==> config.mk <==
export PLATFORM = sky130hd
export DESIGN_NAME = lighting_ctrl_multi
export DESIGN_NICKNAME = d
export VERILOG_FILES = /design/src/rtl/lighting_pkg.sv /design/src/rtl/light_channel.sv /design/src/rtl/lighting_ctrl_multi.sv
export SDC_FILE = /design/constraint.sdc
export NUM_CORES = 1
export LEC_CHECK = 0
export ABC_CLOCK_PERIOD_IN_PS = 2500
export CAP_MARGIN = 40
export CORE_MARGIN = 1.5
export CORE_UTILIZATION = 55
export CTS_CLUSTER_SIZE = 16
export DETAILED_ROUTE_END_ITERATION = 6
export PLACE_DENSITY = 0.79
export SLEW_MARGIN = 20
export SYNTH_ARGS = -nofsm -noshare
export SYNTH_HDL_FRONTEND = slang
export SYNTH_SLANG_ARGS = --single-unit
==> constraint.sdc <==
create_clock -name clk -period 2.5 [get_ports clk]
set_input_delay 0.5 -clock clk [delete_from_list [all_inputs] [get_ports clk]]
set_output_delay 0.5 -clock clk [all_outputs]
set_load 0.01 [all_outputs]
==> src/rtl/lighting_pkg.sv <==
// Shared types and helpers for the multi-channel lamp controller.
// Holds the per-channel state encoding and output decode functions.
package lighting_pkg;

  typedef enum logic [2:0] {
    AUTO_OFF   = 3'd0,
    AUTO_ON    = 3'd1,
    AUTO_HOLD  = 3'd2,
    MANUAL_OFF = 3'd3,
    MANUAL_ON  = 3'd4
  } light_state_t;

  function automatic logic is_manual(
    input light_state_t s
  );
    return (s == MANUAL_OFF) ||
           (s == MANUAL_ON);
  endfunction

  function automatic logic is_on(
    input light_state_t s
  );
    return (s == AUTO_ON) ||
           (s == AUTO_HOLD) ||
           (s == MANUAL_ON);
  endfunction

endpackage

==> src/rtl/light_channel.sv <==
// One lamp channel: button edge detect, auto/manual FSM,
// and the hold-time counter used after presence drops.
module light_channel
  import lighting_pkg::*;
#(
  parameter int HOLD_CYCLES = 1000,
  parameter int CNT_W = $clog2(HOLD_CYCLES) + 1
) (
  input  logic clk,
  input  logic rst,
  input  logic mode_btn,
  input  logic toggle_btn,
  input  logic presence,
  input  logic all_off,
  output logic led,
  output logic saida
);

  localparam logic [CNT_W-1:0] HOLD_LOAD =
    CNT_W'(HOLD_CYCLES - 1);

  logic         r_mode_q;
  logic         r_tog_q;
  light_state_t r_state;
  light_state_t w_next;
  logic [CNT_W-1:0] r_cnt;
  logic [CNT_W-1:0] w_cnt_next;
  logic         w_mode_edge;
  logic         w_tog_edge;

  assign w_mode_edge = mode_btn & ~r_mode_q;
  assign w_tog_edge  = toggle_btn & ~r_tog_q;

  // Button history resets high so a held button gives no edge.
  always_ff @(posedge clk or posedge rst) begin
    if (rst) begin
      r_mode_q <= 1'b1;
      r_tog_q  <= 1'b1;
    end else begin
      r_mode_q <= mode_btn;
      r_tog_q  <= toggle_btn;
    end
  end

  // Next state: all_off beats mode edge beats the rest.
  always_comb begin
    w_next     = r_state;
    w_cnt_next = r_cnt;
    if (all_off) begin
      w_cnt_next = '0;
      w_next = is_manual(r_state) ?
               MANUAL_OFF : AUTO_OFF;
    end else if (w_mode_edge) begin
      case (r_state)
        AUTO_OFF:   w_next = MANUAL_OFF;
        AUTO_ON:    w_next = MANUAL_ON;
        AUTO_HOLD:  w_next = MANUAL_ON;
        MANUAL_OFF: w_next = AUTO_OFF;
        MANUAL_ON:  w_next = AUTO_ON;
        default: begin
          w_next     = AUTO_OFF;
          w_cnt_next = '0;
        end
      endcase
    end else begin
      case (r_state)
        AUTO_OFF: begin
          if (presence) w_next = AUTO_ON;
        end
        AUTO_ON: begin
          if (!presence) begin
            w_next     = AUTO_HOLD;
            w_cnt_next = HOLD_LOAD;
          end
        end
        AUTO_HOLD: begin
          if (presence) begin
            w_next = AUTO_ON;
          end else if (r_cnt == '0) begin
            w_next = AUTO_OFF;
          end else begin
            w_cnt_next = r_cnt - CNT_W'(1);
          end
        end
        MANUAL_OFF: begin
          if (w_tog_edge) w_next = MANUAL_ON;
        end
        MANUAL_ON: begin
          if (w_tog_edge) w_next = MANUAL_OFF;
        end
        default: begin
          w_next     = AUTO_OFF;
          w_cnt_next = '0;
        end
      endcase
    end
  end

  // State and hold counter registers.
  always_ff @(posedge clk or posedge rst) begin
    if (rst) begin
      r_state <= AUTO_OFF;
      r_cnt   <= '0;
    end else begin
      r_state <= w_next;
      r_cnt   <= w_cnt_next;
    end
  end

  assign led   = is_manual(r_state);
  assign saida = is_on(r_state);

endmodule

==> src/rtl/lighting_ctrl_multi.sv <==
// Multi-channel lamp controller: independent channels,
// broadcast all-off and an aggregate any-lamp-on flag.
module lighting_ctrl_multi
  import lighting_pkg::*;
#(
  parameter int CHANNELS = 4,
  parameter int HOLD_CYCLES = 1000,
  parameter int CNT_W = $clog2(HOLD_CYCLES) + 1
) (
  input  logic                clk,
  input  logic                rst,
  input  logic [CHANNELS-1:0] mode_btn,
  input  logic [CHANNELS-1:0] toggle_btn,
  input  logic [CHANNELS-1:0] presence,
  input  logic                all_off,
  output logic [CHANNELS-1:0] led,
  output logic [CHANNELS-1:0] saida,
  output logic                any_on
);

  // One controller per lamp, sharing only clock, reset, all_off.
  for (genvar g = 0; g < CHANNELS; g++) begin : g_ch
    light_channel #(
      .HOLD_CYCLES (HOLD_CYCLES),
      .CNT_W       (CNT_W)
    ) u_ch (
      .clk        (clk),
      .rst        (rst),
      .mode_btn   (mode_btn[g]),
      .toggle_btn (toggle_btn[g]),
      .presence   (presence[g]),
      .all_off    (all_off),
      .led        (led[g]),
      .saida      (saida[g])
    );
  end

  assign any_on = |saida;

endmodule

final_clocks.png
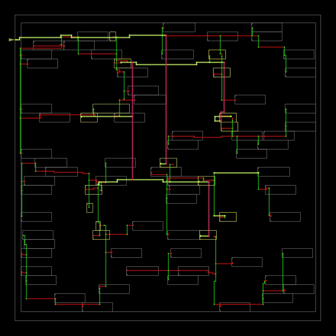
flop count: 64
clk sinks: 64
worst skew pair latency: 0.35 ns
clock buffers: 13
clock skew: 0.00825 ns

met3.png
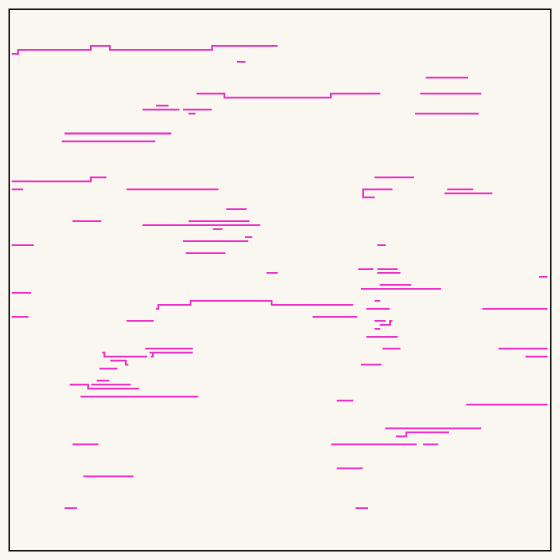
nets with wire on the layer: 60
wire length on this layer: 551 um
share of all routed wire: 5.3%
met3 Usage GRT: 0.0439
via count: 4,288

metal_stack.png
The bar under the picture is 20 um long. Only two layers are drawn.
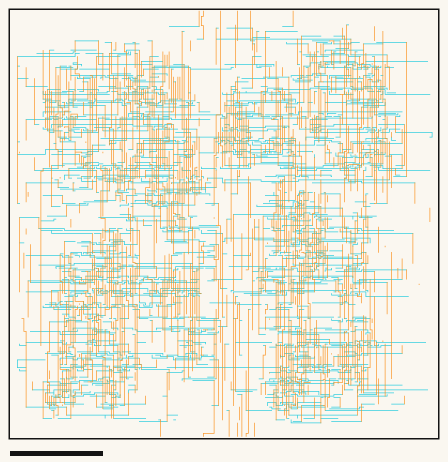
[cyan] met1 | wire length: 4,570 um
[orange] met2 | wire length: 5,210 um
global-route usage over all layers: 0.260
Total Wirelength: 10,500 um
routed length per placed instance: 15.3 um

-- power by group through the flow --
stage / registers [uW] / logic, uW / clock network [uW]
6_report: 1740 / 4070 / 943
4_1_cts: 1730 / 4000 / 963
5_1_grt: 1800 / 4530 / 1010
3_3_place_gp: 1730 / 3860 / 0
3_5_place_dp: 1750 / 3970 / 0
2_1_floorplan: 1650 / 2970 / 0
-- cell families after synthesis --
family	after synthesis	synth area share
flops	64	0.369
mux	6	0.0146
simple gates	204	0.252
compound gates	186	0.270
buf+inv	56	0.0573
fa+ha+maj	5	0.0137
xor+xnor	12	0.0241
-- sequential cells by signal (all words and copies together), names as in the netlist --
register            cells
g_ch.u_ch.r_tog_q       4
g_ch.u_ch.r_cnt        44
g_ch.u_ch.r_mode_q      4
g_ch.u_ch.r_state      12
==> impl_metrics.yaml <==
# flow metrics
grt:
  grt_start_max_net_pins: 30
  grt_antenna_before_repair: 0
  busiest_layer: "met2"
  met2_usage: 0.435
  grt_pass1_wl_um: 17900
  grt_overflow: 0
  grt_util_met1: 0.337
  first_global_vias: 4015
detailed_routing:
  wl_met1_um: 4570
  drc: 0
  route.met3.wl_um: 551
  ant_nets: 0
  dr.first_iter.drc_count: 248
  wl_met2_um: 5210
  top_layer_used: "met4"
  first_pass_iters: 6
layout:
  buf_share: 0.122
  clkCellAreaFrac: 0.0404
  fillers: 612
  antenna_cells: 0
  area_growth_pct: 18.3
  comb_area_sq_um: 2520
  stdcell_count: 688
  ff_latch_area_sq_um: 1610
  sh_seq_area: 0.312
  n_all_inverters: 19
  finalInstanceArea_sq_um: 5170
  drive_gt1_frac: 0.164
  most-common-layout-cells: "o21ai_0, dfrtp_1, buf_4"
  comb_share: 0.488
  logic_gates: 413
  largest_class: "combinational gates"
  layout_top_cell: "o21ai_0"
  utilization: 0.669
floorplan:
  fp.dieW_um: 92.1
  chipArea_sq_um: 8490
  n_tap_cell: 102
  fp_util: 0.565
  rows: 32
  die_y_um: 92.1
sta:
  rsz0062_at_grt: "no"
  hold_viol: 0
  worstMarginPinSlew_ns: 0.883
  setup_ws_ns: 0.0861
  fmax_mhz: 414
  maxSlewHeadroom: 0.403
  slew_viol_final: 0
  period_needed_ns: 2.41
  fin_tns_setup_ns: 0
  setup_viol: 0
  hold_ws_ns: 0.495
setup_path:
  startpoint: "g_ch[1].u_ch.r_state[0]"
  cp_cell_sequence: "buf_4 > nand2b_1 > o21ai_1 > clkdlybuf4s50_1"
  cp_max_fo: 20
  critical-path-top-delay-family: "buffers and inverters"
  worstSetupPathDepth: 4
  arrival_ns: 1.91
  cp_slowest_cell: "clkdlybuf4s50_1"
  critPathCapture: "led[1]"
  crit_path_max_incr_delay_ns: 0.57
  reg2reg_to: "g_ch[0].u_ch.r_cnt[8]"
  timing.rr.start: "g_ch[0].u_ch.r_cnt[0]"
  criticalPathCategory: "reg2out"
  r2r_cells: 7
  cp-end-kind: "output port"
  cp_data_required_time_ns: 2.00
  path_buffers: 2
  startpoint_type: "register"
cts:
  post_cts_resized: 2
  cts_tree: "built"
  postCtsSetupBuffers: 1
  path_clk_slew_ns: 0.06
  htreeDepth: 3
  cts-buffers-inserted: 9
power_and_ir_drop:
  power.net_switching_uw: 3060
  pwr-share-comb: 0.603
  p_leak_uw: 0.00221
  ir_drop_mv: 0.654
  clkPwrFrac: 0.140
  swShare: 0.452
  seq_power_share: 0.258
  p_int_uw: 3700
  power.density_nw_per_um2: 1310
synth:
  ys_area_sq_um: 4370
  synth.avg_cell_area_sq_um: 8.20
  synth.most_common_cell: "o21ai_0"
  syn_inst: 533
  synthTopCellsByCount: "o21ai_0, dfrtp_1, a21oi_1"
  synth.distinct_cells: 70
  synth-main-ff-cell: "dfrtp_1"
  synth_area_sq_um: 4370
  ys_top_cells_by_area: "dfrtp_1, o21ai_0, a21oi_1, dfstp_2, nand2_1"
  synthArstFlopShare: 1.00
  edf_count: 0
  top_cell_area_share: 0.321
  ys_ff: 64
  ys_cells: 533
  yosys.stat.seqShare: 0.369
  synth.largest_area_cell: "dfrtp_1"
job:
  maxCapViolCount: 0
  log.warning_count: 26
placement:
  dp.cells: 669
  place_ws_ns: -0.0242
  hpwl_um: 7580
  place_congestion: 0.911
worst_hold_path:
  hp-class: "reg2reg"
  min_from: "g_ch[1].u_ch.r_cnt[10]"
outcome:
  status: "completed"
Power figures rest on the tool's default switching activity, not on a simulated workload.
